**config.mk**
```make
export PLATFORM = sky130hd
export DESIGN_NAME = signed_serial_multiplier_9_cla
export DESIGN_NICKNAME = d
export VERILOG_FILES = /design/src/rtl/signed_serial_multiplier_9_cla.sv
export SDC_FILE = /design/constraint.sdc
export NUM_CORES = 1
export LEC_CHECK = 0
export ABC_AREA = 1
export CAP_MARGIN = 20
export CORE_MARGIN = 4
export CORE_UTILIZATION = 50
export DETAILED_ROUTE_END_ITERATION = 8
export GPL_ROUTABILITY_DRIVEN = 0
export PLACE_DENSITY = 0.82
export SLEW_MARGIN = 0
export SYNTH_ARGS = -nofsm -noshare
export SYNTH_HDL_FRONTEND = slang
export SYNTH_SLANG_ARGS = --single-unit
```
**constraint.sdc**
```tcl
create_clock -name clk -period 3.8 [get_ports clk]
set_input_delay 0.57 -clock clk [delete_from_list [all_inputs] [get_ports clk]]
set_output_delay 0.57 -clock clk [all_outputs]
set_load 0.05 [all_outputs]
```
**src/rtl/signed_serial_multiplier_9_cla.sv**
```systemverilog
// Sequential signed two's-complement multiplier, one multiplier bit per clock
// (shift-and-add). Partial products are accumulated through a carry-lookahead
// adder built from 4-bit CLA groups. The final multiplier bit carries weight
// -2^(width-1), so that iteration subtracts instead of adding.
//
// Ports:
//   clk    - system clock, all state updates on the rising edge
//   rst_n  - synchronous active-low reset
//   en     - start strobe, honoured in IDLE and DONE only
//   A      - signed multiplicand (width bits)
//   B      - signed multiplier (width bits)
//   valid  - high while S holds a completed product
//   S      - signed product A*B (2*width bits)
module signed_serial_multiplier_9_cla #(
  parameter int unsigned width = 9
) (
  input  logic                 clk,
  input  logic                 rst_n,
  input  logic                 en,
  input  logic [width-1:0]     A,
  input  logic [width-1:0]     B,
  output logic                 valid,
  output logic [2*width-1:0]   S
);

  localparam int unsigned PW     = 2 * width;
  localparam int unsigned NGrp   = (PW + 3) / 4;
  localparam int unsigned PadW   = NGrp * 4;
  localparam int unsigned CntW   = (width > 1) ? $clog2(width) : 1;
  localparam logic [CntW-1:0] LastCnt = CntW'(width - 1);

  typedef enum logic [1:0] {StIdle, StBusy, StDone} state_e;

  state_e              state_q;
  logic [width-1:0]    a_q;
  logic [width-1:0]    b_q;
  logic [PW-1:0]       acc_q;
  logic [CntW-1:0]     cnt_q;
  logic [PW-1:0]       s_q;
  logic                valid_q;

  // Partial-product selection for the current iteration
  logic [PW-1:0]       ext_a;
  logic [PW-1:0]       shifted_a;
  logic [PW-1:0]       addend;
  logic                cin;
  logic                last_iter;

  assign last_iter = (cnt_q == LastCnt);
  assign ext_a     = {{width{a_q[width-1]}}, a_q};
  assign shifted_a = ext_a << cnt_q;

  always_comb begin
    addend = '0;
    cin    = 1'b0;
    if (b_q[cnt_q]) begin
      if (last_iter) begin
        // Sign bit of B has negative weight: add the two's complement
        addend = ~shifted_a;
        cin    = 1'b1;
      end else begin
        addend = shifted_a;
      end
    end
  end

  // Carry-lookahead adder: 4-bit groups with full in-group lookahead, group
  // generate/propagate chained between groups. Operands padded to a
  // multiple of 4 bits with zeros.
  logic [PadW-1:0]     op_a;
  logic [PadW-1:0]     op_b;
  logic [PadW-1:0]     gen;
  logic [PadW-1:0]     prop;
  logic [PadW:0]       carry;
  logic [NGrp-1:0]     grp_g;
  logic [NGrp-1:0]     grp_p;
  logic [PadW-1:0]     sum_full;
  logic [PW-1:0]       sum;

  assign op_a = PadW'(acc_q);
  assign op_b = PadW'(addend);
  assign gen  = op_a & op_b;
  assign prop = op_a ^ op_b;

  always_comb begin
    carry    = '0;
    grp_g    = '0;
    grp_p    = '0;
    carry[0] = cin;
    for (int k = 0; k < int'(NGrp); k++) begin
      carry[4*k+1] = gen[4*k] | (prop[4*k] & carry[4*k]);
      carry[4*k+2] = gen[4*k+1] | (prop[4*k+1] & gen[4*k])
                   | (prop[4*k+1] & prop[4*k] & carry[4*k]);
      carry[4*k+3] = gen[4*k+2] | (prop[4*k+2] & gen[4*k+1])
                   | (prop[4*k+2] & prop[4*k+1] & gen[4*k])
                   | (prop[4*k+2] & prop[4*k+1] & prop[4*k] & carry[4*k]);
      grp_g[k]     = gen[4*k+3] | (prop[4*k+3] & gen[4*k+2])
                   | (prop[4*k+3] & prop[4*k+2] & gen[4*k+1])
                   | (prop[4*k+3] & prop[4*k+2] & prop[4*k+1] & gen[4*k]);
      grp_p[k]     = &prop[4*k +: 4];
      carry[4*k+4] = grp_g[k] | (grp_p[k] & carry[4*k]);
    end
  end

  assign sum_full = prop ^ carry[PadW-1:0];
  assign sum      = sum_full[PW-1:0];

  // Result is taken mod 2^(2*width); upper padding and carry-out are dropped
  logic unused_cla;
  if (PadW > PW) begin : g_pad
    assign unused_cla = ^{sum_full[PadW-1:PW], carry[PadW]};
  end else begin : g_nopad
    assign unused_cla = carry[PadW];
  end

  always_ff @(posedge clk) begin
    if (!rst_n) begin
      state_q <= StIdle;
      a_q     <= '0;
      b_q     <= '0;
      acc_q   <= '0;
      cnt_q   <= '0;
      s_q     <= '0;
      valid_q <= 1'b0;
    end else begin
      unique case (state_q)
        StIdle, StDone: begin
          if (en) begin
            a_q     <= A;
            b_q     <= B;
            acc_q   <= '0;
            cnt_q   <= '0;
            valid_q <= 1'b0;
            state_q <= StBusy;
          end
        end
        StBusy: begin
          acc_q <= sum;
          cnt_q <= cnt_q + CntW'(1);
          if (last_iter) begin
            s_q     <= sum;
            valid_q <= 1'b1;
            state_q <= StDone;
          end
        end
        default: state_q <= StIdle;
      endcase
    end
  end

  assign valid = valid_q;
  assign S     = s_q;

endmodule

```
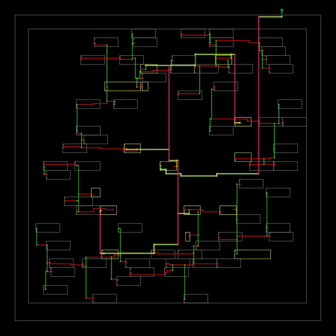
*Clock nets*
latest clock arrival within the worst-skew pair: 350 ps
CTS Sinks: 61

==> job_summary.md <==
### Yosys + OpenROAD results

| Metric | Value |
|---|---|
| Die area | `0.00885 mm2` |
| Most common reg cell | `dfxtp_1` |
| Yosys cell count | `543` |
| Post-synth seq share | `0.330` |
| Number of I/O port buffers | `39` |
| Commonest Layout Cell | `nand2_1` |
| Core box area | `0.00721 mm2` |
| Relative slew slack | `0.661` |
| Total gr overflow | `0` |
| I/O pin count | `40` |
| Initial core utilization | `0.513` |
| Htree depth | `3` |
| CTS Hold Buffers Added | `0` |
| Final WS setup | `40.7 ps` |
| Registers, synthesis | `61` |
| Worst path arrival time | `4050 ps` |
| Total GRT Usage | `0.215` |
| Final Hold Viols | `0` |
| Hold WC Path Type | `flip-flop to flip-flop` |
| R2R cell count | `26` |
| Setup Skew | `7.73 ps` |
| Crit-path max FO | `8` |
| Async set or reset register ratio after synthesis | `0` |
| Area leader, netlist | `dfxtp_1` |
| Post-Route WL | `9.96 mm` |
| CTS tree | `done` |
| Die W | `94.1 um` |
| Avg Cell Area, Syn | `6.82 um2` |
| Post-Syn Nets | `587` |
| Maxcap violations | `0` |
| Element type at the critical path end | `flip-flop` |
| Log Warnings | `28` |
| Leakage power figure | `0.00205 uW` |
| Die Y | `94.1 um` |
| Largest net degree at the start of global routing | `39` |
| Share of cells above drive strength 1 | `0.162` |
| Yosys chip area | `0.00370 mm2` |
| EDFF count, synth | `0` |
| Clk slew on worst S/H paths | `70 ps` |
| Max rail drop VDD | `0.000212 V` |
| First-pass GRT wire length | `15.2 mm` |
| Outcome | `finished, final reports clean` |
| CP required | `4090 ps` |
| Crit Path Category | `flip-flop to flip-flop` |
| Slew Viols, Final | `0` |
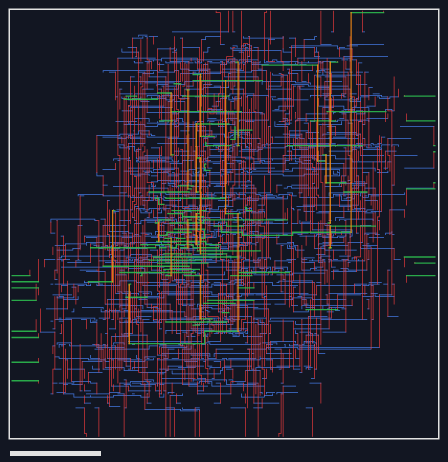
*Signal wires by layer*
Scale bar: 20 um.
[red] M2 | wire length: 4,940 um
[green] M3 | wire length: 651 um
[orange] M4 | wire length: 337 um
[blue] M1 | wire length: 4,040 um
WL per Instance: 14.3 um
vias after detailed routing: 3,782

==> area by class of cell <==
cell class | instances | area [um2]
Fill cell | 636 | 2570
Multi-Input combinational cell | 396 | 2210
Timing Repair Buffer | 66 | 641
Inverter | 60 | 231
Sequential cell | 61 | 1230
Clock buffer | 11 | 141
Tap cell | 99 | 124
Clock inverter | 4 | 72.6
==> sequential cells by signal (all words and copies together) (netlist names) <==
| signal | flops |
|---|---|
| S | 18 |
| a_q | 9 |
| acc_q | 18 |
| b_q | 9 |
| cnt_q | 4 |
| state_q | 2 |
| valid | 1 |
==> how the worst min path moves through the flow <==
| stage | startpoint | endpoint | cells after the start |
|---|---|---|---|
| after floorplan | b_q[1] | b_q[1] | 2 |
| after global placement | b_q[5] | b_q[5] | 2 |
| after detailed placement | b_q[2] | b_q[2] | 2 |
| after CTS | b_q[2] | b_q[2] | 2 |
| after global routing | b_q[2] | b_q[2] | 2 |
| final | b_q[2] | b_q[2] | 2 |
==> cell usage after synthesis, types with 4 or more instances <==
library cell,number
nand2_1,129
dfxtp_1,61
a21oi_1,59
nor2_1,53
inv_1,50
o21ai_0,38
nand3_1,23
clkbuf_1,18
ha_1,18
nand2_2,14
o21ai_1,12
inv_2,8
xor2_1,7
buf_2,6
nand3_2,6
a211oi_1,5
fa_1,5
xnor2_1,4
==> per-layer routing <==
metal	track usage	up-vias	wire length [um]
li1	-	1844	-
met1	0.259	1729	4040
met2	0.371	165	4940
met3	0.0481	44	651
met4	0.0782	0	337
met5	0	-	0
==> kinds of logic (layout without fill, tap and decap cells) <==
logic type / count (synthesis) / count (layout) / share of synthesized area
and+or+nand+nor: 238 / 238 / 0.283
AOI/OAI and AO/OA: 122 / 122 / 0.173
adders and majority gates: 23 / 23 / 0.0878
DFF: 61 / 61 / 0.330
buffers and inverters: 86 / 141 / 0.0932
muxes: 1 / 1 / 0.00270
xor gates and xnor gates: 12 / 12 / 0.0304
==> repair_timing <==
| action | CTS | global route |
|---|---|---|
| cloned | 0 | 2 |
| setup endpoints to repair | 2 | 4 |
| resized | 1 | 22 |
| buffers inserted | 0 | 9 |
| pin swaps | 0 | 15 |
==> stage by stage <==
step | hold WS (ps) | area (um2) | instances | util | power (uW)
floorplan | 429 | 3700 | 543 | - | 887
global placement | 438 | 4230 | 671 | 0.587 | 961
detailed placement | 445 | 4230 | 671 | 0.587 | 972
CTS | 457 | 4450 | 686 | 0.617 | 1610
global route | 477 | 4650 | 697 | 0.644 | 1710
finish | 452 | 4650 | 697 | 0.644 | 1640
==> power breakdown <==
group	internal [uW]	switching, uW	leakage (uW)
Sequential	663	18.4	0.000498
Combinational	126	193	0.00144
Clock	382	255	0.000105
Total	1170	467	0.00205
==> critical path, cell delays in order (launching register included) <==
cell,delay [ps]
dfxtp_4,440
buf_12,140
mux2i_4,230
nand2_1,110
o21ai_2,90
nand2_1,80
o21a_1,120
nand2_1,60
nand2_1,60
xor2_1,150
nor2_1,80
ha_1,340
a21oi_2,180
inv_1,60
nand2_1,70
a21oi_2,60
nor2_1,120
nand2_2,80
nand2_2,70
nand2_2,50
nand2_2,90
nand2_2,60
fa_2,350
xnor2_2,180
xor2_1,210
nand2_1,90
a21oi_1,120
Power figures rest on the tool's default switching activity, not on a simulated workload.
